Fig. 1: signal metal coverage by tile
Drawn at 6 px/um. The die is cut into 14 by 14 equal tiles; white is low, dark blue is high, scaled to the fullest tile. Values are wire area over tile area, all layers added.
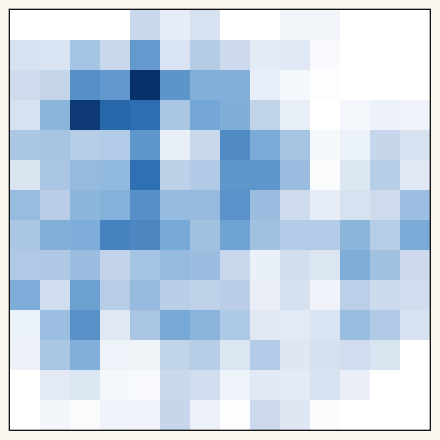
Fig. 2: gate families picked out
Drawn at 8 px/um.
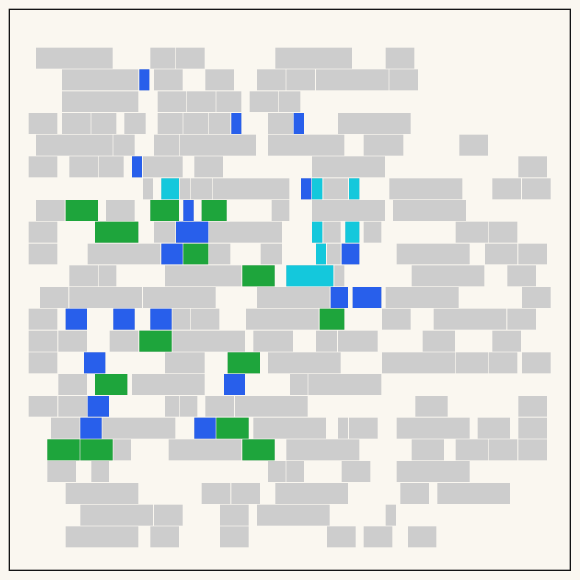
Fig. 3: zoomed window
Window x 20 to 50, y 6 to 36 um. Cells in grey, sequential cells in the stronger grey; small squares are vias.
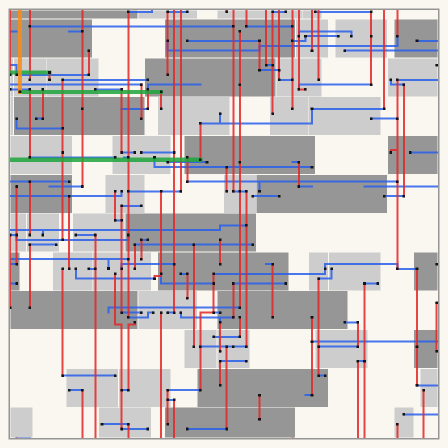
Fig. 4: clock wires, drivers and flops
Drawn at 6 px/um.
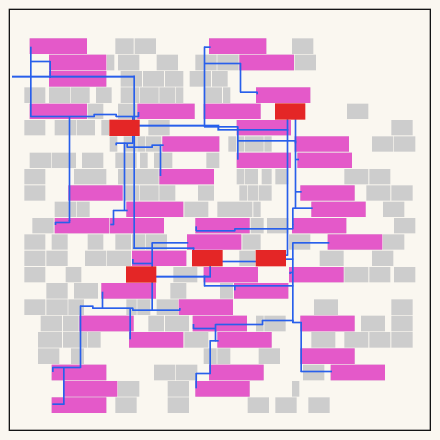
--- src/rtl/reg_access_arbiter.sv ---
// Two-requester round-robin arbiter in front of a simple register block.
// Each access runs IDLE -> SETUP -> ACCESS [-> CAPTURE] -> DONE.
module reg_access_arbiter #(
  parameter int ADDR_W = 4,
  parameter int DATA_W = 8,
  parameter logic [ADDR_W-1:0] IDLE_ADDR = 4'hF
) (
  input  logic              clk,
  input  logic              resetb,
  input  logic              req0,
  input  logic              req1,
  input  logic              wr0,
  input  logic              wr1,
  input  logic [ADDR_W-1:0] addr0,
  input  logic [ADDR_W-1:0] addr1,
  input  logic [DATA_W-1:0] wdata0,
  input  logic [DATA_W-1:0] wdata1,
  output logic              done0,
  output logic              done1,
  output logic [DATA_W-1:0] rdata,
  output logic              busy,
  output logic [ADDR_W-1:0] reg_address,
  output logic              reg_write_en,
  output logic              reg_read_en,
  output logic [DATA_W-1:0] reg_data_in,
  input  logic [DATA_W-1:0] reg_read_data
);

  typedef enum logic [2:0] {
    IDLE,
    SETUP,
    ACCESS,
    CAPTURE,
    DONE
  } state_t;

  state_t state_q, state_d;

  logic              gnt_q, gnt_d;
  logic              last_q, last_d;
  logic              wr_q, wr_d;
  logic [ADDR_W-1:0] addr_q, addr_d;
  logic [DATA_W-1:0] wdata_q, wdata_d;

  logic [ADDR_W-1:0] raddr_q, raddr_d;
  logic              we_q, we_d;
  logic              re_q, re_d;
  logic [DATA_W-1:0] din_q, din_d;
  logic [DATA_W-1:0] rdata_q, rdata_d;
  logic              done0_q, done0_d;
  logic              done1_q, done1_d;
  logic              busy_q, busy_d;

  logic pick;

  // Contention goes to whoever was not granted last.
  always_comb begin
    pick = 1'b0;
    unique case (1'b1)
      (req0 & req1):  pick = ~last_q;
      (req1 & ~req0): pick = 1'b1;
      (req0 & ~req1): pick = 1'b0;
      default:        pick = 1'b0;
    endcase
  end

  always_comb begin
    state_d = state_q;
    gnt_d   = gnt_q;
    last_d  = last_q;
    wr_d    = wr_q;
    addr_d  = addr_q;
    wdata_d = wdata_q;
    raddr_d = IDLE_ADDR;
    we_d    = 1'b0;
    re_d    = 1'b0;
    din_d   = '0;
    rdata_d = rdata_q;
    done0_d = 1'b0;
    done1_d = 1'b0;
    unique case (state_q)
      IDLE: begin
        if (req0 | req1) begin
          gnt_d   = pick;
          last_d  = pick;
          wr_d    = pick ? wr1 : wr0;
          addr_d  = pick ? addr1 : addr0;
          wdata_d = pick ? wdata1 : wdata0;
          raddr_d = pick ? addr1 : addr0;
          state_d = SETUP;
        end
      end
      SETUP: begin
        raddr_d = addr_q;
        we_d    = wr_q;
        re_d    = ~wr_q;
        din_d   = wr_q ? wdata_q : '0;
        state_d = ACCESS;
      end
      ACCESS: begin
        if (wr_q) begin
          done0_d = ~gnt_q;
          done1_d = gnt_q;
          state_d = DONE;
        end else begin
          state_d = CAPTURE;
        end
      end
      CAPTURE: begin
        rdata_d = reg_read_data;
        done0_d = ~gnt_q;
        done1_d = gnt_q;
        state_d = DONE;
      end
      DONE: begin
        state_d = IDLE;
      end
      default: begin
        state_d = IDLE;
      end
    endcase
    busy_d = (state_d != IDLE);
  end

  always_ff @(posedge clk or posedge resetb) begin
    if (resetb) begin
      state_q <= IDLE;
      gnt_q   <= 1'b0;
      last_q  <= 1'b1;
      wr_q    <= 1'b0;
      addr_q  <= IDLE_ADDR;
      wdata_q <= '0;
      raddr_q <= IDLE_ADDR;
      we_q    <= 1'b0;
      re_q    <= 1'b0;
      din_q   <= '0;
      rdata_q <= '0;
      done0_q <= 1'b0;
      done1_q <= 1'b0;
      busy_q  <= 1'b0;
    end else begin
      state_q <= state_d;
      gnt_q   <= gnt_d;
      last_q  <= last_d;
      wr_q    <= wr_d;
      addr_q  <= addr_d;
      wdata_q <= wdata_d;
      raddr_q <= raddr_d;
      we_q    <= we_d;
      re_q    <= re_d;
      din_q   <= din_d;
      rdata_q <= rdata_d;
      done0_q <= done0_d;
      done1_q <= done1_d;
      busy_q  <= busy_d;
    end
  end

  assign reg_address  = raddr_q;
  assign reg_write_en = we_q;
  assign reg_read_en  = re_q;
  assign reg_data_in  = din_q;
  assign rdata        = rdata_q;
  assign done0        = done0_q;
  assign done1        = done1_q;
  assign busy         = busy_q;

  a_strobe_excl: assert property (
    @(posedge clk) disable iff (resetb)
    !(we_q && re_q)
  );

  a_done_excl: assert property (
    @(posedge clk) disable iff (resetb)
    !(done0_q && done1_q)
  );

endmodule

--- config.mk ---
export PLATFORM = sky130hd
export DESIGN_NAME = reg_access_arbiter
export DESIGN_NICKNAME = d
export VERILOG_FILES = /design/src/rtl/reg_access_arbiter.sv
export SDC_FILE = /design/constraint.sdc
export NUM_CORES = 1
export LEC_CHECK = 0
export CAP_MARGIN = 20
export CORE_MARGIN = 2
export CORE_UTILIZATION = 40
export DETAILED_ROUTE_END_ITERATION = 10
export GPL_TIMING_DRIVEN = 0
export PLACE_DENSITY = 0.73
export REMOVE_ABC_BUFFERS = 1
export SETUP_SLACK_MARGIN = 0.05
export SYNTH_ARGS = -nofsm -noshare
export SYNTH_HDL_FRONTEND = slang
export SYNTH_SLANG_ARGS = --single-unit
--- constraint.sdc ---
create_clock -name clk -period 2.3 [get_ports clk]
set_clock_uncertainty 0.2 [all_clocks]
set_input_delay 0.46 -clock clk [delete_from_list [all_inputs] [get_ports clk]]
set_output_delay 0.46 -clock clk [all_outputs]
set_load 0.005 [all_outputs]
==> qor.log <==
[setup_path] kind of cell adding the most delay to the critical path flip-flops
[synth] count of unique library cells instantiated by Yosys 30
[sta] top achievable clock speed 509 MHz
[power] net switching power 0.000948 W
[setup_path] CP Class reg -> out
[place] cell area after placement 2380 sq um
[global_route] number of global-route vias before repair 1334
[finish] logic area 599 sq um
[sta] worst hold-check slack 287 ps
[cts] total clock buffers created by CTS 5
[synth] mux share of post-synthesis cell area 5.18%
[global_route] met3 track utilization from global routing 5.63%
[power] main power-consuming group sequential cells
[floorplanning] num ports 63
[power] static leakage 1.02 nW
[global_route] remaining global-route overflow 0
[routing] metal1 wirelength 1.54 mm
[synth] aoi/oai-family share of the synthesized area 15.3%
[power] combinational fraction of design power 42.0%
[global_route] global-route wire length before repair 6.47 mm
[global_route] global routing met1 resource utilization 20.9%
[outcome] result of the run complete, no violations
[synth] most frequently used cell type in the post-synthesis netlist sky130_fd_sc_hd__dfrtp_1
[run] number of warnings the tools reported 25
[floorplanning] tap cell instance count 50
[synth] post-synthesis cell count 126
[synth] xor and xnor area share after synthesis 0%
[finish] number of multi-input combinational cells 74
[setup_path] maximum single-stage delay on the critical path 520 ps
[setup_path] Critical Path Source Type flip-flop
[cts] number of post-CTS setup repair buffers 0
[cts] Clock Sink Count 43
[synth] Seq cells post-synth 43
[cts] TritonCTS clock tree built
[power] overall power after layout 0.00312 W
[floorplanning] number of standard-cell rows in the floorplan 23
[sta] Final Hold Vio Count 0
[finish] signed area change from the synthesized netlist to the final layout 43.3%
[global_route] GR peak layer met2
[sta] max_slew headroom 43.5%
[finish] count of inserted antenna diode cells 0
[floorplanning] Die Size 4890 sq um
[synth] Post-synth top cells sky130_fd_sc_hd__dfrtp_1, sky130_fd_sc_hd__and2_1, sky130_fd_sc_hd__dfstp_2, sky130_fd_sc_hd__nand3b_1, sky130_fd_sc_hd__o221a_2
[synth] fraction of the yosys area taken by sequential cells 62.5%
[global_route] maximum number of pins on one net before global-route repair 44
[setup_path] buffer-and-inverter tally for the worst setup path 1
[place] post-detail-place hpwl 2.65 mm
[synth] yosys stat area 1740 sq um
[cts] Clock H-tree levels 2
[power] maximum ir drop on the vdd rail 0.557 mV
[synth] Top logic family AND-OR/OR-AND gates
[synth] post-synthesis average cell area 13.8 sq um
[synth] ys async rst share 100%
[finish] count of fill cells added during filler insertion 335
[cts] number of cells upsized or downsized after cts 0
[power] internal power of the cells 0.00217 W
[sta] Worst Slack Setup Final 336 ps
[floorplanning] Die X-Extent 69.9 um
[routing] drc violations 0
[finish] fin nets 231
[power] power density over cell area 1250 nW/um^2
About Fig. 1:
The fullest tile reaches 0.47. The mean over all tiles is 0.12. 11% of the tiles are over half the peak. 14% of the tiles are nearly empty. The emptiest ninth of the die: upper right.
Routed Wire Length: 3.75 mm
average wire length per cell after detail routing: 15.4 um
vias after detailed routing: 1290
GRT Overall Usage: 16.8%

About Fig. 2:
Green marks AND-OR and OR-AND gates, cells 14. Cyan marks NOR gates, cells 7, where centre. Blue marks NAND gates, cells 19.
post-route insts no fill: 244
Commonest Layout Cell: sky130_fd_sc_hd__clkdlybuf4s50_1

About Fig. 3:
Orange marks met4. Green marks met3. Red marks met2. Blue marks met1.
Netlist names of flops here include reg_data_in (5), wdata_q (4). Sequential cells in the window: 12. 40 logic cells have their middle in the window. Most frequent: dfrtp_1 (12), clkdlybuf4s50_1 (8), and2_1 (5).

About Fig. 4:
Magenta marks flip-flops, count 43. Red marks cells driving clock nets, count 5. Blue marks clock wires, length 486 um.
There are 6 routed clock nets.
clk ins delay skew pair: 290 ps
clk pwr: 0.000448 W
clock group share of total power: 14.4%

sequential cells by signal, summed over array words and instances (netlist names):
name          count
state_q           3
reg_data_in       8
last_q            1
addr_q            4
reg_address       4
reg_read_en       1
wdata_q           8
busy              1
gnt_q             1
done1             1
reg_write_en      1
wr_q              1
rdata             8
done0             1
worst paths after layout:
path	end	depth (start not counted)	start	slack, ps
max	reg_address[0]	1	reg_address[0]	340
min	done0	1	gnt_q	290
max reg2reg	addr_q[2]	4	state_q[0]	390
min reg2reg	done0	1	gnt_q	290
max in group asynchronous	wdata_q[7]	2	resetb	910
min in group asynchronous	rdata[2]	2	resetb	470
Power and IR drop assume default switching activity.
